<file path="src/rtl/seq_divider_pkg.sv">
// seq_divider_pkg: shared state encoding and default width for the sequential divider
package seq_divider_pkg;
  localparam int DIV_N = 4;
  typedef enum logic [1:0] {IDLE, SHIFT, SUB, DONE} div_state_t;
endpackage

</file>
<file path="src/rtl/seq_divider_if.sv">
// seq_divider_if: start/done request bus between the divider and its requester
interface seq_divider_if
  import seq_divider_pkg::*;
#(parameter int N = DIV_N);
  logic start;
  logic [N-1:0] dividend;
  logic [N-1:0] divisor;
  logic busy;
  logic done;
  logic div_by_zero;
  logic [N-1:0] quotient;
  logic [N-1:0] remainder;
  modport master(output start, dividend, divisor, input busy, done, div_by_zero, quotient, remainder);
  modport slave(input start, dividend, divisor, output busy, done, div_by_zero, quotient, remainder);
endinterface

</file>
<file path="src/rtl/div_regs.sv">
// div_regs: combined {remainder, quotient} work register, divisor latch and trial subtractor
module div_regs
  import seq_divider_pkg::*;
#(parameter int N = DIV_N) (
  input  logic         clk,
  input  logic         reset,
  input  logic         load,
  input  logic         load_dz,
  input  logic         shift,
  input  logic         sub,
  input  logic [N-1:0] dividend,
  input  logic [N-1:0] divisor,
  output logic [N-1:0] quotient,
  output logic [N-1:0] remainder
);
  logic [2*N:0] w;
  logic [N-1:0] d;
  logic [N:0] trial;
  // a borrow out of the N+1 bit subtraction lands in trial[N], meaning R < D
  assign trial = w[2*N:N] - {1'b0, d};
  assign quotient = w[N-1:0];
  assign remainder = w[2*N-1:N];
  always_ff @(posedge clk or posedge reset) begin
    if (reset) begin
      w <= '0;
      d <= '0;
    end else if (load) begin
      w <= {{(N+1){1'b0}}, dividend};
      d <= divisor;
    end else if (load_dz) begin
      w <= {1'b0, dividend, {N{1'b1}}};
    end else if (shift) begin
      w <= w << 1;
    end else if (sub && !trial[N]) begin
      w <= {trial, w[N-1:1], 1'b1};
    end
  end
endmodule

</file>
<file path="src/rtl/seq_divider.sv">
// seq_divider: restoring shift-subtract divider FSM with iteration counter and output decode
module seq_divider
  import seq_divider_pkg::*;
#(parameter int N = DIV_N) (
  input logic clk,
  input logic reset,
  seq_divider_if.slave bus
);
  localparam int CW = $clog2(N + 1);
  div_state_t state, next_state;
  logic [CW-1:0] cnt;
  logic dz, accept, load, load_dz, shift_en, sub_en;
  assign accept = bus.start && (state == IDLE || state == DONE);
  always_ff @(posedge clk or posedge reset) begin
    if (reset) state <= IDLE;
    else state <= next_state;
  end
  always_comb begin
    next_state = accept ? (bus.divisor == '0 ? DONE : SHIFT) :
                 state == SHIFT ? SUB :
                 state == SUB ? (cnt == CW'(1) ? DONE : SHIFT) : IDLE;
  end
  always_comb begin
    bus.busy = state == SHIFT || state == SUB;
    bus.done = state == DONE;
    load = accept && bus.divisor != '0;
    load_dz = accept && bus.divisor == '0;
    shift_en = state == SHIFT;
    sub_en = state == SUB;
  end
  always_ff @(posedge clk or posedge reset) begin
    if (reset) begin
      cnt <= '0;
      dz <= 1'b0;
    end else begin
      if (load) cnt <= CW'(N);
      else if (sub_en) cnt <= cnt - CW'(1);
      if (load) dz <= 1'b0;
      else if (load_dz) dz <= 1'b1;
    end
  end
  assign bus.div_by_zero = dz;
  div_regs #(.N(N)) u_regs (
    .clk(clk),
    .reset(reset),
    .load(load),
    .load_dz(load_dz),
    .shift(shift_en),
    .sub(sub_en),
    .dividend(bus.dividend),
    .divisor(bus.divisor),
    .quotient(bus.quotient),
    .remainder(bus.remainder)
  );
endmodule

</file>
<file path="src/flat_wrapper.sv">
// flat-port wrapper written by rule: the top's interface ports become plain ports
module seq_divider_flat import seq_divider_pkg::*;
#(parameter int N = DIV_N)
  (clk, reset, bus_start, bus_dividend, bus_divisor, bus_busy, bus_done, bus_div_by_zero, bus_quotient, bus_remainder);
  seq_divider_if #(.N(N)) bus_i ();
  input logic clk;
  input logic reset;
  input wire logic [$bits(bus_i.start)-1:0] bus_start;
  input wire logic [$bits(bus_i.dividend)-1:0] bus_dividend;
  input wire logic [$bits(bus_i.divisor)-1:0] bus_divisor;
  output wire logic [$bits(bus_i.busy)-1:0] bus_busy;
  output wire logic [$bits(bus_i.done)-1:0] bus_done;
  output wire logic [$bits(bus_i.div_by_zero)-1:0] bus_div_by_zero;
  output wire logic [$bits(bus_i.quotient)-1:0] bus_quotient;
  output wire logic [$bits(bus_i.remainder)-1:0] bus_remainder;
  assign bus_i.start = bus_start;
  assign bus_i.dividend = bus_dividend;
  assign bus_i.divisor = bus_divisor;
  assign bus_busy = bus_i.busy;
  assign bus_done = bus_i.done;
  assign bus_div_by_zero = bus_i.div_by_zero;
  assign bus_quotient = bus_i.quotient;
  assign bus_remainder = bus_i.remainder;
  seq_divider #(.N(N)) u_core (.clk(clk), .reset(reset), .bus(bus_i));
endmodule
</file>
<file path="config.mk">
export PLATFORM = sky130hd
export DESIGN_NAME = seq_divider_flat
export DESIGN_NICKNAME = d
export VERILOG_FILES = /design/src/rtl/seq_divider_pkg.sv /design/src/rtl/seq_divider_if.sv /design/src/rtl/div_regs.sv /design/src/rtl/seq_divider.sv /design/src/flat_wrapper.sv
export SDC_FILE = /design/constraint.sdc
export NUM_CORES = 1
export LEC_CHECK = 0
export ABC_AREA = 1
export CORE_MARGIN = 2
export CORE_UTILIZATION = 40
export CTS_BUF_LIST = sky130_fd_sc_hd__clkbuf_8
export DETAILED_ROUTE_END_ITERATION = 8
export PLACE_DENSITY_LB_ADDON = 0.2
export REMOVE_ABC_BUFFERS = 1
export SETUP_SLACK_MARGIN = 0.02
export SLEW_MARGIN = 5
export SYNTH_ARGS = -nofsm -noshare
export SYNTH_HDL_FRONTEND = slang
export SYNTH_SLANG_ARGS = --single-unit
export TNS_END_PERCENT = 20
</file>
<file path="constraint.sdc">
create_clock -name clk -period 1.9 [get_ports clk]
set_clock_uncertainty 0.05 [all_clocks]
set_input_delay 0.285 -clock clk [delete_from_list [all_inputs] [get_ports clk]]
set_output_delay 0.285 -clock clk [all_outputs]
set_load 0.005 [all_outputs]
</file>
### Local utilization

(6 px per um) The die is cut into 12 by 12 equal tiles; dark blue is low, red is high, 0 to 100% covered.
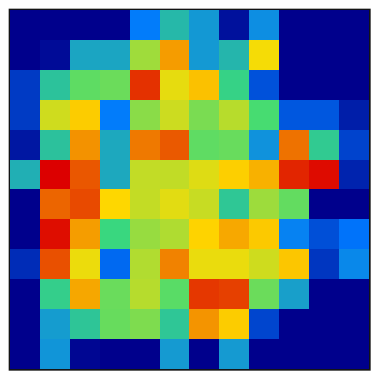
- emptiest ninth of the die: top right
- fullest tile: 100%
- nearly empty tiles: 24%
- densest ninth of the die: middle
- tiles over 75% full: 21%
core area: 3000 um^2
Init Core Util: 41.5%
Final Util: 51.2%

### I/O nets highlighted

(4 px per um)
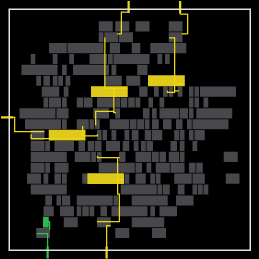
- yellow: `bus_quotient` (bits 4; direction output; edge 2 top, 1 left, 1 bottom; end cells 4; buffers 4; wire 139 um)
- green: `reset` (bits 1; direction input; edge bottom; end cells 1; buffers 1; wire 9.40 um)
input/output buffers: 21
IO Pins: 22

==> impl_metrics.csv <==
group,metric,value,unit
clock_tree,clock_latency,0.26,ns
sta,fin_setup_tns,0,ns
critical_path,critPathLaunchType,"flip-flop",
sta,hold_viol_final,0,
placement,place.detailed.hpwl,1.98,mm
critical_path,crit_buf_inv,3,
drt,antenna_left,0,
clock_tree,htreeDepth,1,
grt,grt_pass1_wl,4.35,mm
drt,drt_wl_total,2.59,mm
hold_path,hold_path_class,"in2async",
sta,timing.final.ws_setup,0.0956,ns
critical_path,arrival,1.47,ns
critical_path,crit_family,"buffers and inverters",
sta,max_freq,554,MHz
power_and_ir_drop,ir_worst_vdd,0.849,mV
grt,grt_start_max_net_pins,20,
clock_tree,clockBufferDepth,2,
logic_synthesis,async_flop_share,100,%
critical_path,crit_fanout,2,
grt,grt_util_all_layers,16.6,%
logic_synthesis,top_cells_by_count,"nand2_1 (44), dfrtp_1 (19), inv_1 (19)",
sta,min_period,1.80,ns
floorplanning,dieWidth,59.8,um
power_and_ir_drop,pwr_density_cell,1870,nW/um^2
finish,syn_to_final_growth,23.3,%
logic_synthesis,ys.flop_type,"dfrtp_1",
drt,drtPass1Iterations,4,
run,maxCapViolations,0,
logic_synthesis,yosysWarnings,0,
grt,grt_pass1_vias,946,
logic_synthesis,avgSynthCellArea,8.05,um^2
sta,setup_violations,0,
clock_tree,cts_buffers,3,
logic_synthesis,numSynthFlops,19,
logic_synthesis,synth_cell_types,26,
grt,grt-ovfl-total,0,
placement,place_ws,0.0235,ns
logic_synthesis,yosysSeqAreaShare,38.1,%
status,outcome,"completed",
logic_synthesis,synth-edff-count,0,
logic_synthesis,yosysMostFrequentCell,"nand2_1",
finish,nets,199,
logic_synthesis,syn-cell-area,1250,um^2
sta,final_max_slew_viol_count,0,
drt,dr_total_vias,1008,
drt,first_iter_violations,17,
logic_synthesis,topCellsByArea,"dfrtp_1 (38%), nand2_1 (13%), ha_1 (10%), inv_1 (5.7%), buf_4 (4.8%)",
logic_synthesis,ys_area,1250,um^2
critical_path,slowest_delay,0.48,ns
critical_path,worst-endpoint-required,1.56,ns
critical_path,path_cells,"inv_1, ha_4, inv_1, clkdlybuf4s50_1",
drt,drc,0,
power_and_ir_drop,power_leakage,0.765,nW
floorplanning,fp.dieArea,3580,um^2
clock_tree,cts_tree,"yes",
critical_path,crit_path_frequent_cell,"inv_1",
placement,finalWeightedCongestion,0.764,
logic_synthesis,syn_inst,155,
finish,drive_above_1_share,15.3,%
logic_synthesis,top_cell_area_share,38.1,%
clock_tree,cts.sinks,19,
drt,wl_per_cell,12.4,um
critical_path,endpoint_kind,"primary output",
sta,rsz0062_at_grt,"yes",
clock_tree,cts.clk_slew.worst_paths,0.07,ns
clock_tree,holdBufCountCts,0,
logic_synthesis,top_area_cell,"dfrtp_1",
grt,antenna_found_initial,0,
critical_path,crit_slowest_cell,"clkdlybuf4s50_1",
sta,tightest_slew,0.316,ns
finish,insertedDiodeCount,0,
sta,relSlewSlack,78.9,%
run,warning_count,31,
critical_path,critical_path_class,"reg2out",
floorplanning,row_count,20,
drt,vias_per_cell,4.82,
sta,fin_crit_sh,95.0,%
floorplanning,die_h,59.8,um
logic_synthesis,ys_cells,155,
clock_tree,cts_root_buf,"clkbuf_8",
placed cells by master (no fill, tap or decap):
master,n
nand3b_1,1
a21oi_2,1
nand3_1,10
inv_2,4
clkbuf_8,3
nand3_2,3
nand2_2,2
o21ai_1,6
dfrtp_1,19
buf_4,4
o21a_1,1
inv_4,3
nand2_4,2
nor2_1,4
nor2_2,1
xor2_1,1
inv_1,18
o21ai_0,10
a21oi_1,3
nor2_4,1
a22o_1,1
ha_1,8
xnor2_1,1
o211ai_1,1
ha_4,2
fa_2,1
clkdlybuf4s50_1,21
nand2_1,44
power breakdown:
group / switching, mW / internal [mW]
combinational: 1.01 / 0.838
clock: 0.134 / 0.144
sequential: 0.151 / 0.606
kinds of logic after synthesis:
family / Yosys count / share of synthesized area (%)
flops: 19 / 38.1
xor+xnor: 2 / 1.40
fa+ha+maj: 11 / 11.6
simple gates: 67 / 24.8
compound gates: 23 / 10.2
buf+inv: 33 / 13.8
timing repair:
| item | CTS | global route |
|---|---|---|
| gates cloned | 0 | 1 |
| pin swaps | 0 | 3 |
| setup endpoints to repair | 5 | 7 |
| setup buffers | 1 | 1 |
| resized | 0 | 7 |
final timing paths:
check | start | to | slack [ns] | cells after the start
min in group clk | u_core.bus.div_by_zero$_DFFE_PP0P_ | u_core.bus.div_by_zero$_DFFE_PP0P_ | 0.44 | 2
setup reg to reg | u_core.u_regs.w[4]$_DFFE_PP0P_ | u_core.u_regs.w[7]$_DFFE_PP0P_ | 0.15 | 11
setup / recovery | u_core.state[0]$_DFF_PP0_ | bus_busy | 0.1 | 4
hold / removal | reset | u_core.u_regs.w[5]$_DFFE_PP0P_ | 0.29 | 3
hold reg to reg | u_core.bus.div_by_zero$_DFFE_PP0P_ | u_core.bus.div_by_zero$_DFFE_PP0P_ | 0.44 | 2
max in group asynchronous | reset | u_core.state[0]$_DFF_PP0_ | 1.31 | 3
worst reg2reg max path: stages (launching register included):
cell and delay [ns]:
dfrtp_1 0.38, inv_2 0.07, ha_4 0.16, fa_2 0.33, inv_2 0.08, nand3_2 0.06, nand3b_1 0.13, nand3_2 0.13
nand2_4 0.13, inv_4 0.04, nand2_1 0.05, nand2_1 0.05
metal layers:
metal,global-route usage (%),wire (um),vias up
met4,3.81,14,0
met2,27.3,1300,13
li1,-,-,522
met5,0,0,-
met3,4.55,80,2
met1,21.6,1200,471
state kept, by name, indices dropped and copies added (netlist names):
name	cells
u_core.state	2
u_core.u_regs.w	9
u_core.bus.div_by_zero	1
u_core.u_regs.d	4
u_core.cnt	3
per-stage QoR:
stage | power [mW] | cell area (um^2) | hold WS [ns] | utilization (%) | cells
global route | 3.21 | 1540 | 0.338 | 51.2 | 209
floorplan | 1.92 | 1170 | 0.186 | - | 146
global placement | 2.46 | 1440 | 0.422 | 47.9 | 202
CTS | 2.80 | 1490 | 0.301 | 49.7 | 207
detailed placement | 2.49 | 1440 | 0.424 | 47.9 | 202
finish | 2.88 | 1540 | 0.291 | 51.2 | 209
area by class of cell:
type                            instances  area (um^2)
Fill cell                             300         1470
Multi-Input combinational cell        104          638
Sequential cell                        19          475
Timing Repair Buffer                   25          240
Inverter                               24         97.6
Clock buffer                            3         41.3
Tap cell                               33         41.3
Clock inverter                          1         3.75
Power is estimated from default activity; no workload was simulated.
